==> src/rtl/regio_arbiter_if.sv <==
// regio_arbiter_if: request/grant bundle and muxed regIO bus.
// master = requester/regIO side, slave = arbiter side.
interface regio_arbiter_if;
    logic [2:0]  req;
    logic [23:0] req_offset;
    logic [2:0]  req_length;
    logic [2:0]  req_wr;
    logic [47:0] req_wdata;
    logic [2:0]  req_newcmd;
    logic [2:0]  req_dummy;
    logic [3:0]  state;
    logic [2:0]  gnt;
    logic [1:0]  owner;
    logic        busy;
    logic [7:0]  offset;
    logic        length;
    logic        WR;
    logic [15:0] writeData;
    logic        NewCommand;
    logic        Dummy_Read;
    logic        wdog_err;

    modport master (
        output req, req_offset, req_length, req_wr,
        output req_wdata, req_newcmd, req_dummy, state,
        input  gnt, owner, busy, offset, length, WR,
        input  writeData, NewCommand, Dummy_Read, wdog_err
    );

    modport slave (
        input  req, req_offset, req_length, req_wr,
        input  req_wdata, req_newcmd, req_dummy, state,
        output gnt, owner, busy, offset, length, WR,
        output writeData, NewCommand, Dummy_Read, wdog_err
    );
endinterface

==> src/rtl/regio_arbiter.sv <==
// regio_arbiter: three-way owner arbiter in front of the regIO engine.
// Optional grant watchdog enabled by macro REGIO_ARB_WATCHDOG_EN.
module regio_arbiter #(
    parameter int         WDOG_LIMIT = 50000,
    parameter logic [3:0] WAIT_STATE = 4'b1001
) (
    input  logic           sysclk,
    input  logic           reset,
    regio_arbiter_if.slave io
);

    typedef enum logic [1:0] {
        IDLE  = 2'd0,
        OWN   = 2'd1,
        DRAIN = 2'd2
    } fsm_t;

    localparam logic [1:0] NONE = 2'b11;

    fsm_t        fsm_q, fsm_d;
    logic [1:0]  own_q, own_d;
    logic        last_q, last_d;
    logic [2:0]  mask_q;
    logic [2:0]  elig;
    logic [1:0]  win;
    logic        wdog_hit;

    logic        cur_req;
    logic [7:0]  cur_off;
    logic        cur_len;
    logic        cur_wr;
    logic [15:0] cur_wd;
    logic        cur_new;
    logic        cur_dmy;

    logic [7:0]  hold_off;
    logic        hold_len;
    logic        hold_wr;
    logic [15:0] hold_wd;
    logic        hold_dmy;

    assign elig = io.req & ~mask_q;

    // Pick a winner: init always first, rx/tx alternate on contention
    always_comb begin
        win = NONE;
        priority case (1'b1)
            elig[0]:            win = 2'd0;
            elig[1] && elig[2]: win = last_q ? 2'd1 : 2'd2;
            elig[1]:            win = 2'd1;
            elig[2]:            win = 2'd2;
            default:            win = NONE;
        endcase
    end

    // Select the current owner's request fields
    always_comb begin
        cur_req = 1'b0;
        cur_off = '0;
        cur_len = 1'b0;
        cur_wr  = 1'b0;
        cur_wd  = '0;
        cur_new = 1'b0;
        cur_dmy = 1'b0;
        for (int i = 0; i < 3; i++) begin
            if (own_q == 2'(i)) begin
                cur_req = io.req[i];
                cur_off = io.req_offset[8*i +: 8];
                cur_len = io.req_length[i];
                cur_wr  = io.req_wr[i];
                cur_wd  = io.req_wdata[16*i +: 16];
                cur_new = io.req_newcmd[i];
                cur_dmy = io.req_dummy[i];
            end
        end
    end

`ifdef REGIO_ARB_WATCHDOG_EN
    localparam logic [15:0] LIMIT_M1 = 16'(WDOG_LIMIT - 1);

    logic [15:0] cnt_q;

    // Count cycles in OWN; zero outside so every grant starts fresh
    always_ff @(posedge sysclk or negedge reset) begin
        if (!reset) begin
            cnt_q <= '0;
        end else if (fsm_q != OWN) begin
            cnt_q <= '0;
        end else begin
            cnt_q <= cnt_q + 16'd1;
        end
    end

    assign wdog_hit    = (fsm_q == OWN) && (cnt_q == LIMIT_M1);
    assign io.wdog_err = wdog_hit;

    // Block a timed-out requester until it lets go of req
    always_ff @(posedge sysclk or negedge reset) begin
        if (!reset) begin
            mask_q <= '0;
        end else begin
            for (int i = 0; i < 3; i++) begin
                if (wdog_hit && own_q == 2'(i)) begin
                    mask_q[i] <= 1'b1;
                end else if (!io.req[i]) begin
                    mask_q[i] <= 1'b0;
                end
            end
        end
    end
`else
    logic [15:0] unused_wdog_limit;

    assign unused_wdog_limit = 16'(WDOG_LIMIT);
    assign wdog_hit          = 1'b0;
    assign mask_q            = '0;
    assign io.wdog_err       = 1'b0;
`endif

    // Next state, owner and round-robin bookkeeping
    always_comb begin
        fsm_d  = fsm_q;
        own_d  = own_q;
        last_d = last_q;
        unique case (fsm_q)
            IDLE: begin
                if (win != NONE) begin
                    fsm_d = OWN;
                    own_d = win;
                    if (win != 2'd0) begin
                        last_d = (win == 2'd2);
                    end
                end
            end
            OWN: begin
                if (wdog_hit || !cur_req) begin
                    fsm_d = DRAIN;
                end
            end
            DRAIN: begin
                if (io.state == WAIT_STATE) begin
                    fsm_d = IDLE;
                    own_d = NONE;
                end
            end
            default: begin
                fsm_d = IDLE;
                own_d = NONE;
            end
        endcase
    end

    // FSM, owner and last-served registers
    always_ff @(posedge sysclk or negedge reset) begin
        if (!reset) begin
            fsm_q  <= IDLE;
            own_q  <= NONE;
            last_q <= 1'b1;
        end else begin
            fsm_q  <= fsm_d;
            own_q  <= own_d;
            last_q <= last_d;
        end
    end

    // Snapshot owner fields so DRAIN keeps them after req drops
    always_ff @(posedge sysclk or negedge reset) begin
        if (!reset) begin
            hold_off <= '0;
            hold_len <= 1'b0;
            hold_wr  <= 1'b0;
            hold_wd  <= '0;
            hold_dmy <= 1'b0;
        end else if (fsm_q == OWN) begin
            hold_off <= cur_off;
            hold_len <= cur_len;
            hold_wr  <= cur_wr;
            hold_wd  <= cur_wd;
            hold_dmy <= cur_dmy;
        end
    end

    assign io.owner = own_q;
    assign io.busy  = (fsm_q != IDLE);

    // Drive the regIO bus from owner, snapshot or idle zeros
    always_comb begin
        io.gnt        = '0;
        io.offset     = '0;
        io.length     = 1'b0;
        io.WR         = 1'b0;
        io.writeData  = 16'h0000;
        io.NewCommand = 1'b0;
        io.Dummy_Read = 1'b0;
        unique case (fsm_q)
            OWN: begin
                io.gnt        = 3'b001 << own_q;
                io.offset     = cur_off;
                io.length     = cur_len;
                io.WR         = cur_wr;
                io.writeData  = cur_wd;
                io.NewCommand = cur_new;
                io.Dummy_Read = cur_dmy;
            end
            DRAIN: begin
                io.offset     = hold_off;
                io.length     = hold_len;
                io.WR         = hold_wr;
                io.writeData  = hold_wd;
                io.Dummy_Read = hold_dmy;
            end
            default: begin
            end
        endcase
    end

endmodule

==> src/flat_wrapper.sv <==
// flat-port wrapper written by rule: the top's interface ports become plain ports
module regio_arbiter_flat 
#(
    parameter int         WDOG_LIMIT = 50000,
    parameter logic [3:0] WAIT_STATE = 4'b1001
)
  (sysclk, reset, io_req, io_req_offset, io_req_length, io_req_wr, io_req_wdata, io_req_newcmd, io_req_dummy, io_state, io_gnt, io_owner, io_busy, io_offset, io_length, io_WR, io_writeData, io_NewCommand, io_Dummy_Read, io_wdog_err);
  regio_arbiter_if io_i ();
  input  logic sysclk;
  input  logic reset;
  input wire logic [$bits(io_i.req)-1:0] io_req;
  input wire logic [$bits(io_i.req_offset)-1:0] io_req_offset;
  input wire logic [$bits(io_i.req_length)-1:0] io_req_length;
  input wire logic [$bits(io_i.req_wr)-1:0] io_req_wr;
  input wire logic [$bits(io_i.req_wdata)-1:0] io_req_wdata;
  input wire logic [$bits(io_i.req_newcmd)-1:0] io_req_newcmd;
  input wire logic [$bits(io_i.req_dummy)-1:0] io_req_dummy;
  input wire logic [$bits(io_i.state)-1:0] io_state;
  output wire logic [$bits(io_i.gnt)-1:0] io_gnt;
  output wire logic [$bits(io_i.owner)-1:0] io_owner;
  output wire logic [$bits(io_i.busy)-1:0] io_busy;
  output wire logic [$bits(io_i.offset)-1:0] io_offset;
  output wire logic [$bits(io_i.length)-1:0] io_length;
  output wire logic [$bits(io_i.WR)-1:0] io_WR;
  output wire logic [$bits(io_i.writeData)-1:0] io_writeData;
  output wire logic [$bits(io_i.NewCommand)-1:0] io_NewCommand;
  output wire logic [$bits(io_i.Dummy_Read)-1:0] io_Dummy_Read;
  output wire logic [$bits(io_i.wdog_err)-1:0] io_wdog_err;
  assign io_i.req = io_req;
  assign io_i.req_offset = io_req_offset;
  assign io_i.req_length = io_req_length;
  assign io_i.req_wr = io_req_wr;
  assign io_i.req_wdata = io_req_wdata;
  assign io_i.req_newcmd = io_req_newcmd;
  assign io_i.req_dummy = io_req_dummy;
  assign io_i.state = io_state;
  assign io_gnt = io_i.gnt;
  assign io_owner = io_i.owner;
  assign io_busy = io_i.busy;
  assign io_offset = io_i.offset;
  assign io_length = io_i.length;
  assign io_WR = io_i.WR;
  assign io_writeData = io_i.writeData;
  assign io_NewCommand = io_i.NewCommand;
  assign io_Dummy_Read = io_i.Dummy_Read;
  assign io_wdog_err = io_i.wdog_err;
  regio_arbiter #(.WDOG_LIMIT(WDOG_LIMIT), .WAIT_STATE(WAIT_STATE)) u_core (.sysclk(sysclk), .reset(reset), .io(io_i));
endmodule
==> config.mk <==
export PLATFORM = sky130hd
export DESIGN_NAME = regio_arbiter_flat
export DESIGN_NICKNAME = d
export VERILOG_FILES = /design/src/rtl/regio_arbiter_if.sv /design/src/rtl/regio_arbiter.sv /design/src/flat_wrapper.sv
export SDC_FILE = /design/constraint.sdc
export NUM_CORES = 1
export LEC_CHECK = 0
export ABC_AREA = 1
export CORE_MARGIN = 5
export CORE_UTILIZATION = 41
export CTS_BUF_LIST = sky130_fd_sc_hd__clkbuf_8
export DETAILED_ROUTE_END_ITERATION = 8
export PLACE_DENSITY = 0.94
export SLEW_MARGIN = 15
export SYNTH_ARGS = -nofsm -noshare
export SYNTH_HDL_FRONTEND = slang
export SYNTH_SLANG_ARGS = --single-unit
==> constraint.sdc <==
create_clock -name sysclk -period 2 [get_ports sysclk]
set_input_delay 0.2 -clock sysclk [delete_from_list [all_inputs] [get_ports sysclk]]
set_output_delay 0.2 -clock sysclk [all_outputs]
set_load 0.05 [all_outputs]
### Met1 routing

Drawn at 6 px/um. Supply wires on this layer in grey.
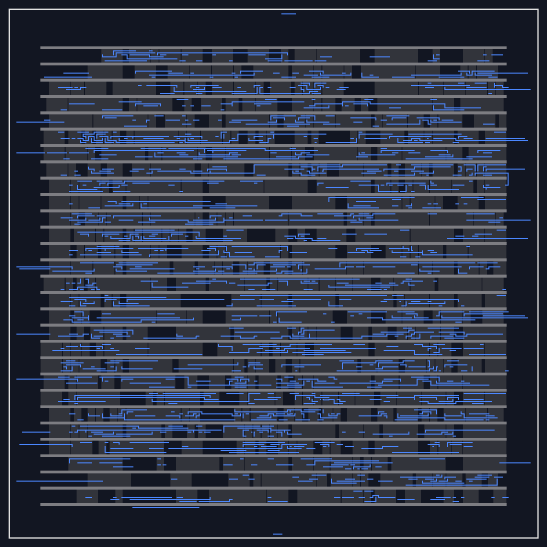
The wires run mostly horizontal. 538 nets have wire on it. The longest straight run is 24.4 um.

### M4 wires

Drawn at 4 px/um. Supply wires on this layer in grey.
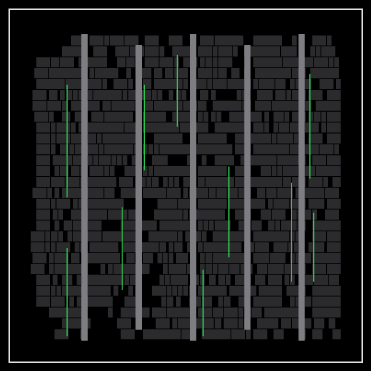
The longest straight run is 27.9 um. The wires run mostly vertical. The layer holds 2.0% of the routed length. 10 nets have wire on it. The layer carries 215 um of wire.

### Routing congestion map

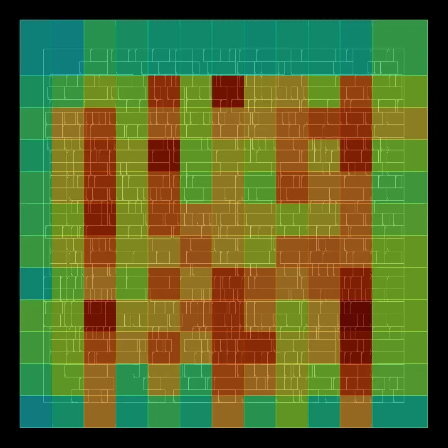
routed length per placed instance: 17.6 um
most used routing layer: met2
met3 GRT Util: 0.0696
GR Util All Layers: 0.232
met1 Usage GRT: 0.239

==> summary.rpt <==
SYNTHESIS
------------------------------------------------------------------------
Most instantiated flip-flop cell in the synthesis netlist   sky130_fd_sc_hd__dfrtp_1
Number of cells in the yosys synthesis report                        364
Area share of the largest cell type after synthesis                0.292
Most frequent cells after synthesis                         sky130_fd_sc_hd__nand2_1, sky130_fd_sc_hd__nand3_1, sky130_fd_sc_hd__dfrtp_1
Cells after synthesis                                                364

FINISH
------------------------------------------------------------------------
Sequential share of cell area                                      0.162
Bufs w/o clock                                                       167

POWER
------------------------------------------------------------------------
Power Combinational                                              6.50 mW
PwrDens                                                      1640 nW/um2

SETUP PATH
------------------------------------------------------------------------
Kind of cell adding the most delay to the critical path       flip-flops
Cell-by-cell listing of the critical path                   buf_8 -> nor2_4 -> buf_4 -> nand3_1 -> nand3_2 -> nor2_4 -> nor2_4 -> buf_12
Required time at the endpoint of the critical path               1.80 ns
Arrival time of the worst setup path                             1.89 ns

OUTCOME
------------------------------------------------------------------------
Violated checks                                             negative hold slack, negative setup slack
Run status                                                  finished, violations left

PLACED DESIGN
------------------------------------------------------------------------
Post-detailed-placement half-perimeter wirelength                6370 um
Cell area reported after detailed placement                     4280 um2
Pre-CTS setup slack                                            0.0605 ns

STA
------------------------------------------------------------------------
Setup violation total in the final timing report                      13
Worst hold margin                                            -0.00709 ns
Total count of hold-check failures in the final report                 5
Worst Setup Slack, final                                      -0.0887 ns

FLOORPLANNING
------------------------------------------------------------------------
Die X                                                            87.9 um

DRT
------------------------------------------------------------------------
Met2 Routed Length                                               5820 um

No activity file was given, so power comes from the tool's default toggle rates.
